--- src/rtl/scan_display_ctrl_pkg.sv ---
// rtl/scan_display_ctrl_pkg.sv - shared state encoding, codes and width helper for the scan controller
package scan_display_ctrl_pkg;

  typedef enum logic [1:0] {
    IDLE  = 2'd0,
    BLANK = 2'd1,
    SHOW  = 2'd2
  } state_e;

  localparam logic [3:0] BLANK_CODE = 4'hF;

  // Never returns less than 1 so the result is always usable as a vector width.
  function automatic int clog2(input int n);
    int r;
    r = 0;
    while ((1 << r) < n) r++;
    return (r < 1) ? 1 : r;
  endfunction

endpackage

--- src/rtl/scan_display_ctrl_if.sv ---
// rtl/scan_display_ctrl_if.sv - host write port and decoder-side display bus of the scan controller
interface scan_display_ctrl_if
  import scan_display_ctrl_pkg::*;
#(
  parameter int NDIG = 8,
  parameter int AW   = clog2(NDIG)
);
  logic            run_i;
  logic            lzs_i;
  logic            we_i;
  logic [AW-1:0]   waddr_i;
  logic [3:0]      wdata_i;
  logic            en_o;
  logic [3:0]      a_o;
  logic [NDIG-1:0] dig_sel_o;
  logic            frame_o;

  modport master (
    output run_i, lzs_i, we_i, waddr_i, wdata_i,
    input  en_o, a_o, dig_sel_o, frame_o
  );

  modport slave (
    input  run_i, lzs_i, we_i, waddr_i, wdata_i,
    output en_o, a_o, dig_sel_o, frame_o
  );
endinterface

--- src/rtl/scan_display_ctrl_lz_mask.sv ---
// rtl/scan_display_ctrl_lz_mask.sv - leading-zero suppress mask, OR chain running down from the MSD
module scan_display_ctrl_lz_mask #(
  parameter int NDIG = 8
) (
  input  logic [NDIG-1:1][3:0] digit_i,
  input  logic                 lzs_i,
  output logic [NDIG-1:0]      mask_o
);

  // nz[i]: some digit at or above position i is non-zero. Digit 0 is never
  // suppressed, so its value is not needed here.
  logic [NDIG:1] nz;

  assign nz[NDIG]  = 1'b0;
  assign mask_o[0] = 1'b0;

  for (genvar i = NDIG - 1; i >= 1; i--) begin : g_chain
    assign nz[i]     = (digit_i[i] != 4'd0) | nz[i+1];
    assign mask_o[i] = lzs_i & ~nz[i];
  end

endmodule

--- src/rtl/scan_display_ctrl.sv ---
// rtl/scan_display_ctrl.sv - time-multiplexed 7-segment scan controller with blanking and zero suppression
module scan_display_ctrl
  import scan_display_ctrl_pkg::*;
#(
  parameter int NDIG      = 8,
  parameter int SHOW_CYC  = 1000,
  parameter int BLANK_CYC = 50,
  parameter int AW        = clog2(NDIG)
) (
  input  logic              clk_i,
  input  logic              rst_i,
  scan_display_ctrl_if.slave bus
);

  localparam int IW = clog2(NDIG);
  localparam int CW = clog2((SHOW_CYC > BLANK_CYC) ? SHOW_CYC : BLANK_CYC);
  localparam logic [CW-1:0] BLANK_LAST = CW'(BLANK_CYC - 1);
  localparam logic [CW-1:0] SHOW_LAST  = CW'(SHOW_CYC - 1);
  localparam logic [IW-1:0] IDX_LAST   = IW'(NDIG - 1);

  state_e              state_q, state_d;
  logic [IW-1:0]       idx_q, idx_d;
  logic [CW-1:0]       cnt_q, cnt_d;
  logic [NDIG-1:0][3:0] digit_q;
  logic [NDIG-1:0]     supp;
  logic                wr_ok;

  logic                en_q, en_d;
  logic [3:0]          a_q, a_d;
  logic [NDIG-1:0]     sel_q, sel_d;
  logic                frame_q, frame_d;

  assign wr_ok = bus.we_i && (32'(bus.waddr_i) < NDIG);

  scan_display_ctrl_lz_mask #(.NDIG(NDIG)) u_lz_mask (
    .digit_i (digit_q[NDIG-1:1]),
    .lzs_i   (bus.lzs_i),
    .mask_o  (supp)
  );

  always_ff @(posedge clk_i) begin
    if (rst_i) begin
      state_q <= IDLE;
      idx_q   <= '0;
      cnt_q   <= '0;
      digit_q <= '0;
      en_q    <= 1'b0;
      a_q     <= '0;
      sel_q   <= '0;
      frame_q <= 1'b0;
    end else begin
      state_q <= state_d;
      idx_q   <= idx_d;
      cnt_q   <= cnt_d;
      en_q    <= en_d;
      a_q     <= a_d;
      sel_q   <= sel_d;
      frame_q <= frame_d;
      if (wr_ok) digit_q[bus.waddr_i[IW-1:0]] <= bus.wdata_i;
    end
  end

  always_comb begin
    state_d = state_q;
    idx_d   = idx_q;
    cnt_d   = cnt_q;
    case (state_q)
      IDLE: begin
        if (bus.run_i) state_d = BLANK;
      end
      BLANK: begin
        if (cnt_q == BLANK_LAST) begin
          state_d = SHOW;
          cnt_d   = '0;
        end else begin
          cnt_d = cnt_q + 1'b1;
        end
      end
      SHOW: begin
        if (cnt_q == SHOW_LAST) begin
          state_d = BLANK;
          cnt_d   = '0;
          idx_d   = (idx_q == IDX_LAST) ? '0 : idx_q + 1'b1;
        end else begin
          cnt_d = cnt_q + 1'b1;
        end
      end
      default: state_d = IDLE;
    endcase
    // Dropping RUN aborts the scan from any state; the next start is at digit 0.
    if (!bus.run_i) begin
      state_d = IDLE;
      idx_d   = '0;
      cnt_d   = '0;
    end
  end

  // Outputs are registered from the next state so they line up with the state register.
  always_comb begin
    en_d    = 1'b0;
    a_d     = '0;
    sel_d   = '0;
    frame_d = 1'b0;
    if (state_d == SHOW) begin
      sel_d   = {{(NDIG-1){1'b0}}, 1'b1} << idx_d;
      a_d     = digit_q[idx_d];
      en_d    = ~supp[idx_d];
      frame_d = (state_q != SHOW) && (idx_d == '0);
    end
  end

  assign bus.en_o      = en_q;
  assign bus.a_o       = a_q;
  assign bus.dig_sel_o = sel_q;
  assign bus.frame_o   = frame_q;

endmodule

--- src/flat_wrapper.sv ---
// flat-port wrapper written by rule: the top's interface ports become plain ports
module scan_display_ctrl_flat import scan_display_ctrl_pkg::*;
#(
  parameter int NDIG      = 8,
  parameter int SHOW_CYC  = 1000,
  parameter int BLANK_CYC = 50,
  parameter int AW        = clog2(NDIG)
)
  (clk_i, rst_i, bus_run_i, bus_lzs_i, bus_we_i, bus_waddr_i, bus_wdata_i, bus_en_o, bus_a_o, bus_dig_sel_o, bus_frame_o);
  scan_display_ctrl_if #(.NDIG(NDIG), .AW(AW)) bus_i ();
  input  logic clk_i;
  input  logic rst_i;
  input wire logic [$bits(bus_i.run_i)-1:0] bus_run_i;
  input wire logic [$bits(bus_i.lzs_i)-1:0] bus_lzs_i;
  input wire logic [$bits(bus_i.we_i)-1:0] bus_we_i;
  input wire logic [$bits(bus_i.waddr_i)-1:0] bus_waddr_i;
  input wire logic [$bits(bus_i.wdata_i)-1:0] bus_wdata_i;
  output wire logic [$bits(bus_i.en_o)-1:0] bus_en_o;
  output wire logic [$bits(bus_i.a_o)-1:0] bus_a_o;
  output wire logic [$bits(bus_i.dig_sel_o)-1:0] bus_dig_sel_o;
  output wire logic [$bits(bus_i.frame_o)-1:0] bus_frame_o;
  assign bus_i.run_i = bus_run_i;
  assign bus_i.lzs_i = bus_lzs_i;
  assign bus_i.we_i = bus_we_i;
  assign bus_i.waddr_i = bus_waddr_i;
  assign bus_i.wdata_i = bus_wdata_i;
  assign bus_en_o = bus_i.en_o;
  assign bus_a_o = bus_i.a_o;
  assign bus_dig_sel_o = bus_i.dig_sel_o;
  assign bus_frame_o = bus_i.frame_o;
  scan_display_ctrl #(.NDIG(NDIG), .SHOW_CYC(SHOW_CYC), .BLANK_CYC(BLANK_CYC), .AW(AW)) u_core (.clk_i(clk_i), .rst_i(rst_i), .bus(bus_i));
endmodule
--- config.mk ---
export PLATFORM = sky130hd
export DESIGN_NAME = scan_display_ctrl_flat
export DESIGN_NICKNAME = d
export VERILOG_FILES = /design/src/rtl/scan_display_ctrl_pkg.sv /design/src/rtl/scan_display_ctrl_if.sv /design/src/rtl/scan_display_ctrl_lz_mask.sv /design/src/rtl/scan_display_ctrl.sv /design/src/flat_wrapper.sv
export SDC_FILE = /design/constraint.sdc
export NUM_CORES = 1
export LEC_CHECK = 0
export ABC_AREA = 1
export CELL_PAD_IN_SITES_DETAIL_PLACEMENT = 0
export CELL_PAD_IN_SITES_GLOBAL_PLACEMENT = 1
export CORE_UTILIZATION = 40
export CTS_CLUSTER_DIAMETER = 120
export DETAILED_ROUTE_END_ITERATION = 16
export PLACE_DENSITY = 0.87
export SKIP_CTS_REPAIR_TIMING = 1
export SLEW_MARGIN = 20
export SYNTH_ARGS = -nofsm -noshare
export SYNTH_HDL_FRONTEND = slang
export SYNTH_SLANG_ARGS = --single-unit
--- constraint.sdc ---
create_clock -name clk_i -period 2.4 [get_ports clk_i]
set_input_delay 0.48 -clock clk_i [delete_from_list [all_inputs] [get_ports clk_i]]
set_output_delay 0.48 -clock clk_i [all_outputs]
set_load 0.02 [all_outputs]
### Gate-type map, run 1

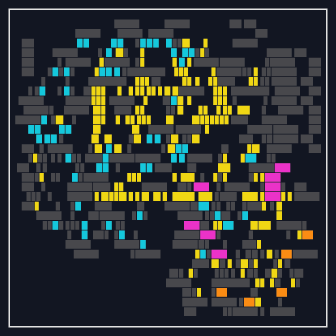
[adder and majority cells] magenta | cells: 8 | where: east
[inverting AOI/OAI gates] cyan | cells: 57
[XOR/XNOR gates] orange | cells: 5 | where: south-east
[NAND gates] yellow | cells: 148
Comb area share: 0.421
most frequent logic cell in the layout: nand2_1

### Register map, names as in the netlist, run 1

Other sequential cells in the stronger gray, the rest of the logic in the fainter gray.
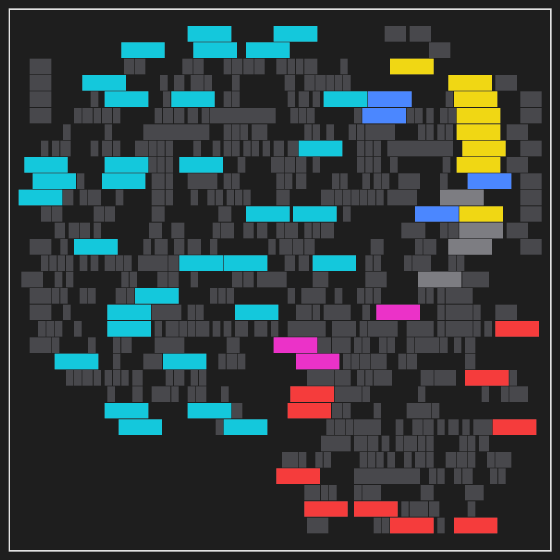
[`u_core.idx_q`] magenta | sequential cells: 3
[`u_core.digit_q`] cyan | sequential cells: 32
[`u_core.bus.dig_sel_o`] yellow | sequential cells: 8 | where: north-east
[`u_core.cnt_q`] red | sequential cells: 10
[`u_core.bus.a_o`] blue | sequential cells: 4 | where: north-east
Seq. pwr: 1.05 mW
flop share of the area: 0.333
Flop area: 1220 µm²

### Clock wiring as the flow saved it, run 1

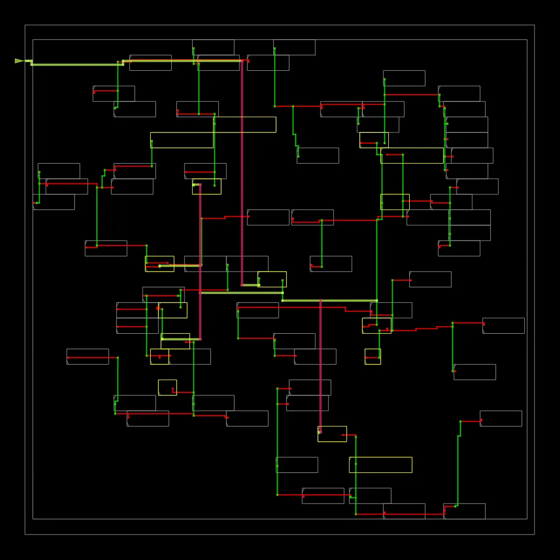
skew final: 0.00671 ns
clk ins delay skew pair: 0.34 ns
# clk buffers: 9
# clock sinks: 61
total clock network power: 1.24 mW

### Placed cells, one color a class, run 1

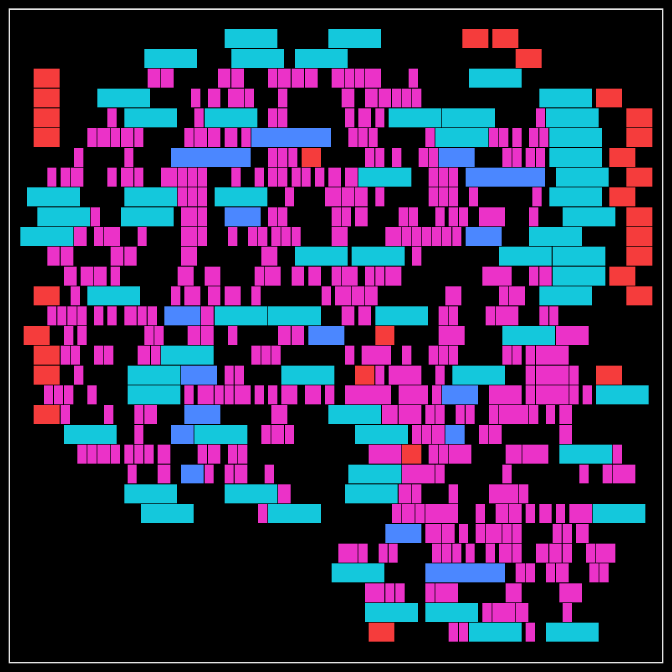
[all other logic] magenta | cells: 373 | share of their area: 50%
[flip-flops] cyan | cells: 61 | share of their area: 35%
[other buffers and delay cells] red | cells: 29 | share of their area: 7.9%
[clock drivers and dummy loads] blue | cells: 16 | share of their area: 7.6%
post-route cell area: 3660 µm²
post-layout util: 0.500

## run 1: metrics by stage
| stage | hold slack (ns) | area [µm²] | utilization | power (mW) | std cells |
|---|---|---|---|---|---|
| 2_1_floorplan | 0.443 | 3070 | - | 1.15 | 446 |
| 3_3_place_gp | 0.461 | 3390 | 0.463 | 1.21 | 562 |
| 3_5_place_dp | 0.460 | 3390 | 0.463 | 1.21 | 562 |
| 4_1_cts | 0.471 | 3660 | 0.500 | 2.46 | 578 |
| 5_1_grt | 0.487 | 3660 | 0.500 | 2.52 | 578 |
| 6_report | 0.472 | 3660 | 0.500 | 2.44 | 578 |
## run 1: cell type report
type                            instances  area share
Clock inverter                          7      0.0396
Inverter                               60      0.0615
Tap cell                               99      0.0338
Multi-Input combinational cell        313       0.421
Clock buffer                            9      0.0338
Sequential cell                        61       0.333
Timing Repair Buffer                   29      0.0765
## run 1: state kept, by name (all words and copies together) (netlist names)
name	flops
u_core.bus.en_o	1
u_core.bus.a_o	4
u_core.bus.dig_sel_o	8
u_core.state_q	2
u_core.digit_q	32
u_core.bus.frame_o	1
u_core.cnt_q	10
u_core.idx_q	3
## run 1: worst max-delay path: stages, from the launching register on
cell and delay, ns:
dfxtp_1 0.40, ha_1 0.23, nand2_2 0.10, nor2_4 0.14, nand4_2 0.18, nand2_1 0.15, nand3_2 0.29, a21oi_1 0.23
nand3_1 0.10, nand2_1 0.07, nand2_1 0.05
## run 1: per-layer routing
metal / wire, µm / vias up / part of all wire / GRT usage
li1: - / 1479 / - / -
met1: 3520 / 1252 / 0.49 / 0.277
met2: 3330 / 71 / 0.46 / 0.329
met3: 316 / 8 / 0.044 / 0.0356
met4: 89 / 0 / 0.012 / 0.0693
met5: 0 / - / 0 / 0
==> Slide: Implementation Results, run 1 <==
Physical Implementation Snapshot

Outcome
  – Status: completed

Pwr
  – Pwr Density: roughly 660 nW/µm²
  – Seq pwr share: 0.429
  – Pint: approximately 1.9 mW
  – Pwr top: clock
  – Switch Pwr: 0.547 mW
  – Leakage power: 1.58 nW
  – Logic pwr share: 0.061
  – Max IR drop VDD: approximately 0.00029 V
  – Clock power frac: 0.510
  – Comb. pwr: ~0.15 mW
  – Sw Ratio: 0.225

Die
  – Die area: around 8000 µm²
  – Die height: 89.6 µm
  – Total I/O pin count: 26
  – Initial Util: 0.419
  – Die Wd: ~90 µm
  – Row cnt: 31
  – Area of the core: around 7300 µm²

Worst setup path
  – Worst Path Arrival: roughly 2.3 ns
  – R2r setup slk: around 0.36 ns
  – Crit Path Category: flop to flop
  – Data required time at the worst endpoint: around 2.6 ns
  – Critical path endpoint category: flop
  – Worst setup startpoint: u_core.cnt_q[0]$_SDFFE_PP0P_
  – Crit path launch type: flop
  – Worst-path maximum fanout: 14
  – R2r endpoint: u_core.bus.en_o$_SDFF_PP0_
  – Worst r2r src: u_core.cnt_q[0]$_SDFFE_PP0P_
  – R2r worst-path depth: 10
  – Worst setup path endpoint: u_core.bus.en_o$_SDFF_PP0_

Clock tree
  – Clock buffer depth: 2
  – CTS Buf Count: 9
  – H-tree levels: 3
  – Root Driver: clkbuf_8
  – CTS tree: done
  – Clock-pin slew on the worst setup and hold paths: around 0.07 ns

Synth
  – Commonest cells in the netlist: nand2_1, nor2_1, dfxtp_1
  – Compound-gate portion of the synthesized area: 0.0966
  – Synthesized area per cell: roughly 6.9 µm²
  – Seq/Total Area, Yosys: 0.398
  – Cell Area, Synth: between 3000 and 4000 µm²
  – Netlist cell types: 29
  – Synth Instances: approximately 450
  – Synth top area cells: dfxtp_1, nand2_1, nor2_1, inv_1, o21ai_0
  – Largest area contributor in the netlist: dfxtp_1
  – Adder Share, Synth: 0.0326
  – Yosys xor share: 0.0143
  – Yosys reg bits: 61
  – Most used flip-flop cell: dfxtp_1
  – Mux cell area share: 0
  – Synth top cell by count: nand2_1
  – Dominant combinational family: simple AND/OR/NAND/NOR gates
  – Simple-Gate Area Share: 0.359
  – Fraction of registers with async set or reset after synthesis: 0
  – Synth Net Count: around 470
  – EDFF count, synth: 0
  – Yosys stat area: between 3000 and 4000 µm²
  – Ys Warns: 0
  – Area leader share: 0.398
  – # Cells Yosys: around 450

Final layout
  – Area delta synth->final: 19.3%
  – Share of layout cells above drive strength 1: 0.0835
  – Most frequent logic cells in the routed design: nand2_1, nor2_1, dfxtp_1
  – Comb area: between 1500 and 2000 µm²
  – Ant. Diodes: 0
  – Nets: 494
  – # fillers: approximately 700

Final timing
  – Fmax: ~490 MHz
  – Worst-Margin Slew: between 0.4 and 0.5 ns
  – Final Hold Viols: 0
  – Slew Viols, Final: 0
  – Sum Neg Setup Slack: 0 ns
  – Endpoints failing setup: 0
  – RSZ-0062 raised after global routing: no
  – Min Tclk post-route: roughly 2.0 ns
  – Final setup margin: 0.356 ns
  – Period utilization: 0.852
  – Max-slew headroom: 0.707

Detailed routing
  – DRT Pass-1 Iters: 5
  – Final wirelength: 7.25 mm
  – DRC: 0
  – DR vias/cell: 4.86
  – Drt wl/cell: approximately 13 µm
  – Routed Antenna Nets: 0
  – Starting DRC count in detailed routing: 216
  – Via count: 2,810

Job
  – Max-capacitance violation count: 0
  – OpenROAD warning count: 30

Hold path
  – Endpoint, Worst Hold: u_core.digit_q[22]$_SDFFE_PP0P_
  – Hold WC Path Type: flop to flop
  – Cell depth of the worst hold path: 2
  – Hold Crit Start: u_core.digit_q[22]$_SDFFE_PP0P_

Placed design
  – DPL Wire Length: approximately 5.2 mm
  – GPL Wtd Cong: ~0.87
  – Place WS: about 0.23 ns
  – Buffers on Ports: 25

Global route
  – Total GRT Usage: 0.204
  – Global route overflow: 0
  – Largest net degree at the start of global routing: 33
  – Initial antenna violation count: 0
  – Vias in the first global route: roughly 2,600
  – First-pass GRT wire length: 12.4 mm
### Routed clock nets over the placement, run 1

The bar under the picture is 20 µm long.
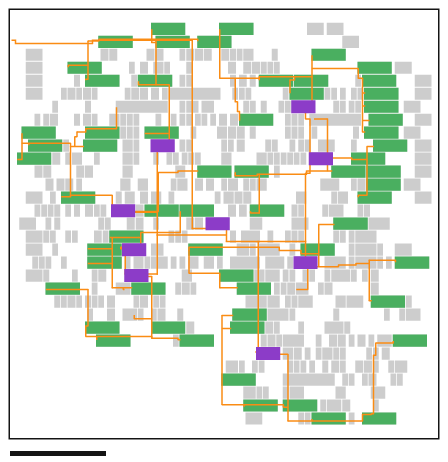

## Run 2: what changed since run 1
==> constraint.sdc (replaced) <==
create_clock -name clk_i -period 2.4 [get_ports clk_i]
set_input_delay 0.6 -clock clk_i [delete_from_list [all_inputs] [get_ports clk_i]]
set_output_delay 0.6 -clock clk_i [all_outputs]
set_load 0.02 [all_outputs]
### Routed clock nets over the placement, run 2

The bar under the picture is 20 µm long.
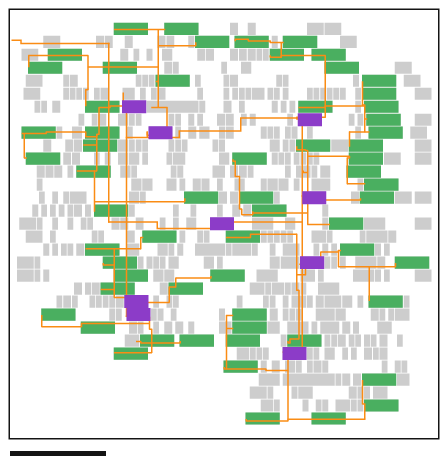
[clock wires] orange | length: 836 µm
[cells driving clock nets] purple | count: 9
[flip-flops] green | count: 61
routed clock nets: 10
flops lie: all over the die
Clock power frac: 0.463
skew final: 0.00434 ns

### Gate-type map, run 2

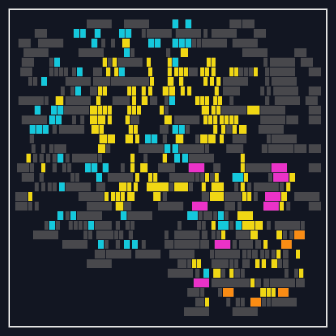
[inverting AOI/OAI gates] cyan | cells: 57
[NAND gates] yellow | cells: 148
[XOR/XNOR gates] orange | cells: 5 | where: south-east
[adder and majority cells] magenta | cells: 8
Comb area share: 0.425
Non-Filler Instances: 580

==> run 2 against run 1 <==
Net effect: largest power group is now registers; clock power down 17%; routed wire length up 0.79%; non-clock buffer count up 2; cell count up 0.35%; combinational power about the same; worst hold slack about the same; largest cell class unchanged; maximum frequency up 1.1%; worst setup slack better by 0.021 ns; power down 8.6%; highest routed layer unchanged; sequential power about the same; flip-flop count unchanged.
==> Slide: Implementation Results, run 2 <==
Physical Implementation Snapshot

Outcome
  – Status: completed

Job
  – Max-capacitance violation count: 0
  – OpenROAD warning count: 30

Synth
  – Fraction of registers with async set or reset after synthesis: 0
  – Synth Net Count: roughly 470
  – Netlist cell types: 29
  – EDFF count, synth: 0
  – Synth Instances: 446
  – Synth top area cells: dfxtp_1, nand2_1, nor2_1, inv_1, o21ai_0
  – Ys Warns: 0
  – Area leader share: 0.398
  – Seq/Total Area, Yosys: 0.398
  – Most used flip-flop cell: dfxtp_1
  – # Cells Yosys: approximately 450
  – Synthesized area per cell: between 6 and 7 µm²
  – Yosys stat area: a little over 3000 µm²
  – Cell Area, Synth: around 3100 µm²
  – Largest area contributor in the netlist: dfxtp_1
  – Yosys reg bits: between 60 and 70
  – Commonest cells in the netlist: nand2_1, nor2_1, dfxtp_1
  – Synth top cell by count: nand2_1

Pwr
  – Logic pwr share: 0.067
  – Comb. pwr: around 0.15 mW
  – Total clock network power: between 1 and 1.5 mW
  – Switch Pwr: approximately 0.55 mW
  – Seq. pwr: 1.05 mW
  – Pwr Density: a little over 600 nW/µm²
  – Pwr top: registers
  – Seq pwr share: 0.470
  – Sw Ratio: 0.247
  – Leakage power: between 1.5 and 2 nW
  – Pint: roughly 1.7 mW

Worst setup path
  – Crit Path Category: flop to flop
  – Worst-path maximum fanout: 14
  – Largest delay share family, worst path: simple AND/OR/NAND/NOR gates
  – Critical path endpoint category: flop
  – Crit path launch type: flop
  – Data required time at the worst endpoint: approximately 2.6 ns
  – WP buf/inv: 0
  – Crit path max-delay cell type: dfxtp_1
  – R2r setup slk: 0.38 ns
  – CP peak stage delay: 0.39 ns
  – Crit-path most repeated cell: nand2_1

Global route
  – First-pass GRT wire length: roughly 12 mm
  – Total GRT Usage: 0.201
  – Global route overflow: 0
  – Vias in the first global route: about 2,600
  – GR Util met3: 0.0366
  – Met2 usage: 0.326
  – Routing usage on met1: 0.264
  – Busiest grt layer: met2
  – Largest net degree at the start of global routing: 33
  – Initial antenna violation count: 0

Final layout
  – # clk buffers: 9
  – Layout clock area frac: 0.0610
  – # fillers: ~740
  – Most frequent logic cells in the routed design: nand2_1, nor2_1, dfxtp_1
  – Max reg flops: 32
  – Top reg by flops: u_core.digit_q
  – Ant. Diodes: 0
  – Fraction of cell area in non-clock buffers: 0.0814
  – Flip-flops: a little over 60
  – Most frequent logic cell in the layout: nand2_1
  – Flop share of the area: 0.336
  – Area delta synth->final: 18.2%
  – Nets: 496
  – Share of layout cells above drive strength 1: 0.0873
  – Non-clock buffer count: 31
  – Largest cell class: combinational gates
  – #MultiIn Comb: between 300 and 400
  – Post-layout util: 0.495
  – Flop area: ~1200 µm²

Clock tree
  – CTS tree: done
  – H-tree levels: 3
  – Clock-pin slew on the worst setup and hold paths: roughly 0.07 ns
  – Root Driver: clkbuf_8
  – Clock buffer depth: 2
  – Clk ins delay skew pair: 0.34 ns
  – # clock sinks: 61
  – CTS Buf Count: 9

Detailed routing
  – Starting DRC count in detailed routing: ~130
  – DR vias/cell: between 4 and 5
  – DRT Pass-1 Iters: 4
  – Final wirelength: 7.31 mm
  – DRC: 0
  – Via count: 2,835
  – Drt wl/cell: approximately 13 µm
  – Routed Antenna Nets: 0

Final timing
  – Max-slew headroom: 0.699
  – Sum Neg Setup Slack: 0 ns
  – Fmax: roughly 490 MHz
  – RSZ-0062 raised after global routing: no
  – Slew Viols, Final: 0
  – Worst-Margin Slew: 0.451 ns
  – Period utilization: 0.843
  – Endpoints failing setup: 0
  – Min Tclk post-route: 2.02 ns
  – Final Hold Viols: 0

Die
  – Die height: approximately 90 µm
  – Total I/O pin count: 26
  – Die Wd: between 80 and 90 µm
  – Well Taps: 99
  – Initial Util: 0.419
  – Die area: approximately 8000 µm²
  – Row cnt: 31
  – Area of the core: around 7300 µm²

Placed design
  – DPL Wire Length: roughly 5.3 mm
  – Placed insts: 564
  – Buffers on Ports: 25
  – GPL Wtd Cong: about 0.83

Hold path
  – Hold WC Path Type: flop to flop
## run 2: cell count changes in the layout (fill, tap and decap cells not counted), sizes merged
cell      change
clkinvlp      +1
clkinv        +1
buf           +2
bufinv        -2
## run 2: metal layers
| layer | vias up | wire length [µm] |
|---|---|---|
| li1 | 1479 | - |
| met1 | 1276 | 3540 |
| met2 | 68 | 3300 |
| met3 | 12 | 311 |
| met4 | 0 | 159 |
| met5 | - | 0 |
## run 2: through the flow
stage	area (µm²)	power (mW)	hold slack [ns]	worst slack, ns
after global placement	3410	1.21	0.459	0.178
after global routing	3630	2.31	0.495	0.114
after CTS	3630	2.24	0.474	0.376
after floorplan	3070	1.15	0.443	0.697
final	3630	2.23	0.472	0.377
after detailed placement	3410	1.22	0.462	0.119
## run 2: final timing paths
kind              cells after the start                             from                              end
setup / recovery                     10     u_core.cnt_q[0]$_SDFFE_PP0P_       u_core.bus.en_o$_SDFF_PP0_
hold / removal                        2  u_core.digit_q[27]$_SDFFE_PP0P_  u_core.digit_q[27]$_SDFFE_PP0P_
setup reg to reg                     10     u_core.cnt_q[0]$_SDFFE_PP0P_       u_core.bus.en_o$_SDFF_PP0_
hold reg to reg                       2  u_core.digit_q[27]$_SDFFE_PP0P_  u_core.digit_q[27]$_SDFFE_PP0P_
## run 2: cells by family (layout without fill, tap and decap cells)
family / after synthesis / count (layout) / synth area share
fa+ha+maj: 8 / 8 / 0.0326
compound gates: 57 / 57 / 0.0966
buf+inv: 72 / 107 / 0.0998
simple gates: 243 / 243 / 0.359
xor+xnor: 5 / 5 / 0.0143
flops: 61 / 61 / 0.398
### Clock wiring as the flow saved it, run 2

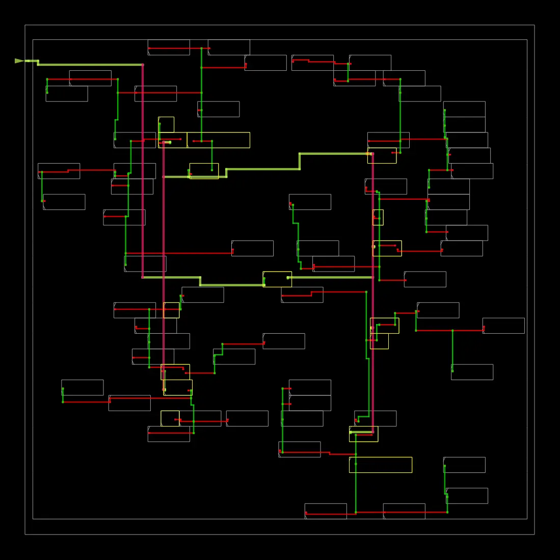

## Run 3: what changed since run 2
clock period = 2.09 ns   (was 2.4 ns; I/O delays follow)
### Clock wiring as the flow saved it, run 3

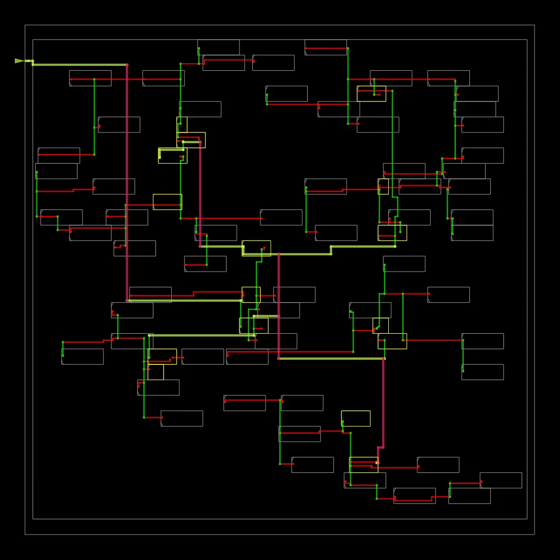
CTS Buf Count: 9
skew final: 0.00940 ns
flip-flops: 61
clk ins delay skew pair: 0.35 ns
# clk buffers: 11

==> run 3 against run 2 <==
Net effect: synthesized cell count unchanged; register-to-register slack worse by 0.21 ns; worst hold slack worse by 0.0042 ns; first-iteration DRC count up 8.7%; critical path type unchanged; critical endpoint is now u_core.cnt_q[9]$_SDFFE_PP0P_; sequential power up about 10%; clock power down 4%; worst setup slack worse by 0.21 ns.
==> Slide: Implementation Results, run 3 <==
Physical Implementation Snapshot

Final layout
  – Post-layout util: 0.509
  – Ant. Diodes: 0
  – Area delta synth->final: 21.6%
  – Post-route cell area: 3730 µm²
  – Non-Filler Instances: between 500 and 600
  – Comb area: 1580 µm²
  – Max reg flops: 32
  – Most frequent logic cells in the routed design: nand2_1, nor2_1, dfxtp_1
  – Most frequent logic cell in the layout: nand2_1
  – Share of layout cells above drive strength 1: 0.115
  – Flop area: ~1200 µm²
  – Nets: between 500 and 600
  – Top reg by flops: u_core.digit_q
  – # fillers: roughly 730

Pwr
  – Logic pwr share: 0.078
  – Sw Ratio: 0.262
  – Pwr top: registers
  – Leakage power: 1.61 nW
  – Max IR drop VDD: approximately 0.00033 V
  – Comb. pwr: about 0.19 mW
  – Seq pwr share: 0.506
  – Pwr Density: between 600 and 700 nW/µm²
  – PnR Total Power: 2.37 mW
  – Seq. pwr: around 1.2 mW
  – Switch Pwr: slightly above 0.6 mW
  – Pint: 1.75 mW

Synth
  – Synth Net Count: 466
  – Synthesized area per cell: 6.88 µm²
  – Commonest cells in the netlist: nand2_1, nor2_1, dfxtp_1
  – Fraction of registers with async set or reset after synthesis: 0
  – Seq/Total Area, Yosys: 0.398
  – Synth Instances: 446
  – Largest area contributor in the netlist: dfxtp_1
  – Synth top area cells: dfxtp_1, nand2_1, nor2_1, inv_1, o21ai_0
  – # Cells Yosys: roughly 450
  – Synth top cell by count: nand2_1
  – Cell Area, Synth: around 3000 µm²
  – Yosys stat area: approximately 3100 µm²
  – Ys Warns: 0
  – Most used flip-flop cell: dfxtp_1
  – EDFF count, synth: 0
  – Area leader share: 0.398
  – Yosys reg bits: approximately 61
  – Netlist cell types: 29

Detailed routing
  – WL met2: about 3.4 mm
  – Via count: between 2,000 and 3,000
  – Drt wl/cell: around 13 µm
  – Top sig layer: met4
  – Starting DRC count in detailed routing: around 140
  – Final wirelength: 7.50 mm
  – Met3 routed WL: roughly 480 µm
  – DRC: 0
  – DRT Pass-1 Iters: 5
  – Met1 WL: 3.52 mm
  – Routed Antenna Nets: 0
  – DR vias/cell: slightly below 5

Clock tree
  – Clock-pin slew on the worst setup and hold paths: about 0.070 ns
  – Root Driver: clkbuf_8
  – Clock buffer depth: 2
  – # clock sinks: approximately 61
  – CTS tree: done
  – H-tree levels: 3

Global route
  – Busiest grt layer: met2
  – Global route overflow: 0
  – First-pass GRT wire length: ~12 mm
  – Met2 usage: 0.323
  – Vias in the first global route: about 2,600
  – Routing usage on met1: 0.270
  – GR Util met3: 0.0603
  – Total GRT Usage: 0.207
  – Largest net degree at the start of global routing: 33
  – Initial antenna violation count: 0

Die
  – Row cnt: 31
  – Die area: between 8000 and 9000 µm²
  – Area of the core: about 7300 µm²
  – Die height: ~90 µm
  – Total I/O pin count: 26
  – Initial Util: 0.419
  – Die Wd: about 90 µm

Final timing
  – Max-slew headroom: 0.676
  – Slew Viols, Final: 0
  – RSZ-0062 raised after global routing: yes
  – Post-Route Hold Slack: about 0.47 ns
  – Fmax: ~520 MHz
  – Final setup margin: around 0.16 ns
  – Endpoints failing setup: 0
  – Worst-Margin Slew: roughly 0.48 ns
  – Final Hold Viols: 0
  – Sum Neg Setup Slack: 0 ns
  – Min Tclk post-route: around 1.9 ns
  – Period utilization: 0.922

Job
  – Max-capacitance violation count: 0
  – OpenROAD warning count: 31

Hold path
  – Hold Crit Start: u_core.digit_q[18]$_SDFFE_PP0P_
  – Cell depth of the worst hold path: 2
  – Hold WC Path Type: flop to flop
  – Endpoint, Worst Hold: u_core.digit_q[18]$_SDFFE_PP0P_

Placed design
  – Buffers on Ports: 25
  – Dpl cell area: 3510 µm²
  – Place WS: -0.0692 ns
  – Placed insts: ~580
  – GPL Wtd Cong: around 0.85
  – DPL Wire Length: 5.26 mm

Worst setup path
  – WP buf/inv: 1
  – Worst-path maximum fanout: 4
  – Crit path max-delay cell type: dfxtp_1
  – Worst Path Arrival: between 2 and 2.5 ns
  – Largest delay share family, worst path: simple AND/OR/NAND/NOR gates
  – Crit path cell chain: inv_1 > ha_1 > nand2_1 > nor2_1 > nand2_1 > nor2_2 > nand3_1 > nor2_1 > nand2_1 > xor2_1 > nor2_1
  – R2r endpoint: u_core.cnt_q[9]$_SDFFE_PP0P_
  – R2r worst-path depth: 11
  – Crit path launch type: flop
  – Data required time at the worst endpoint: about 2.3 ns
  – R2r setup slk: roughly 0.16 ns
  – Critical path endpoint category: flop
  – Crit Path Category: flop to flop
  – Worst r2r src: u_core.state_q[0]$_SDFF_PP0_
  – CP peak stage delay: 0.38 ns

Outcome
  – Status: completed
### Routed clock nets over the placement, run 3

The bar under the picture is 20 µm long.
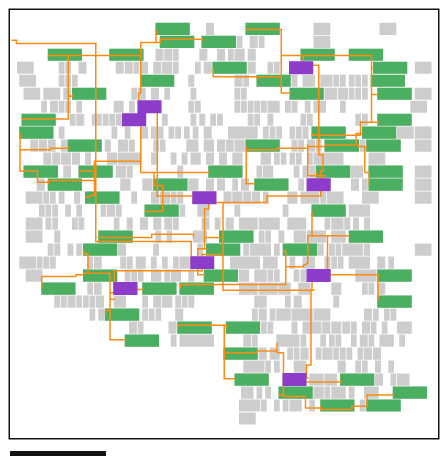
[clock wires] orange | length: 885 µm
[cells driving clock nets] purple | count: 9
[flip-flops] green | count: 61
routed clock nets: 10
Clock power frac: 0.416
total clock network power: 0.988 mW

[run 3: cell count changes in the layout (fill, tap and decap cells not counted)]
cell       previous run  this run
buf_6                 0         1
buf_12                0         1
buf_4                 6        16
nand3_2               3         2
nand2_2               2         3
nor2_4                3         4
nor2_1               74        73
bufinv_16             2         0
nand3_4               1         3
clkbuf_8              9        11
inv_6                 2         1
clkinv_2              1         2
nand2_1             107       106
[run 3: cell families after synthesis]
family          after synthesis  share of synthesized area
compound gates               57                     0.0966
flops                        61                      0.398
simple gates                243                      0.359
fa+ha+maj                     8                     0.0326
xor+xnor                      5                     0.0143
buf+inv                      72                     0.0998
[run 3: final cells by class]
class	instances	area share
inverter	60	0.0603
clock inverter	5	0.00905
tap	99	0.0332
clock buffer	11	0.0405
multi-input combinational	314	0.422
sequential	61	0.327
timing repair buffer	43	0.108
[run 3: tightest hold or removal path, cell delays in order, from the launching register on]
cell	delay, ns
dfxtp_1	0.31
inv_1	0.06
a21oi_1	0.05
[run 3: worst max path at each step]
stage | depth (start not counted) | end | start | slack, ns
after floorplan | 8 | u_core.cnt_q[8]$_SDFFE_PP0P_ | u_core.state_q[0]$_SDFF_PP0_ | 0.39
after global routing | 11 | u_core.cnt_q[9]$_SDFFE_PP0P_ | u_core.state_q[0]$_SDFF_PP0_ | -0.07
final | 11 | u_core.cnt_q[9]$_SDFFE_PP0P_ | u_core.state_q[0]$_SDFF_PP0_ | 0.16
after detailed placement | 11 | u_core.bus.dig_sel_o[5]$_SDFF_PP0_ | bus_run_i | -0.07
after CTS | 11 | u_core.cnt_q[9]$_SDFFE_PP0P_ | u_core.state_q[0]$_SDFF_PP0_ | 0.10
after global placement | 11 | u_core.bus.dig_sel_o[6]$_SDFF_PP0_ | bus_run_i | -0.01
No activity file was given, so power comes from the tool's default toggle rates.
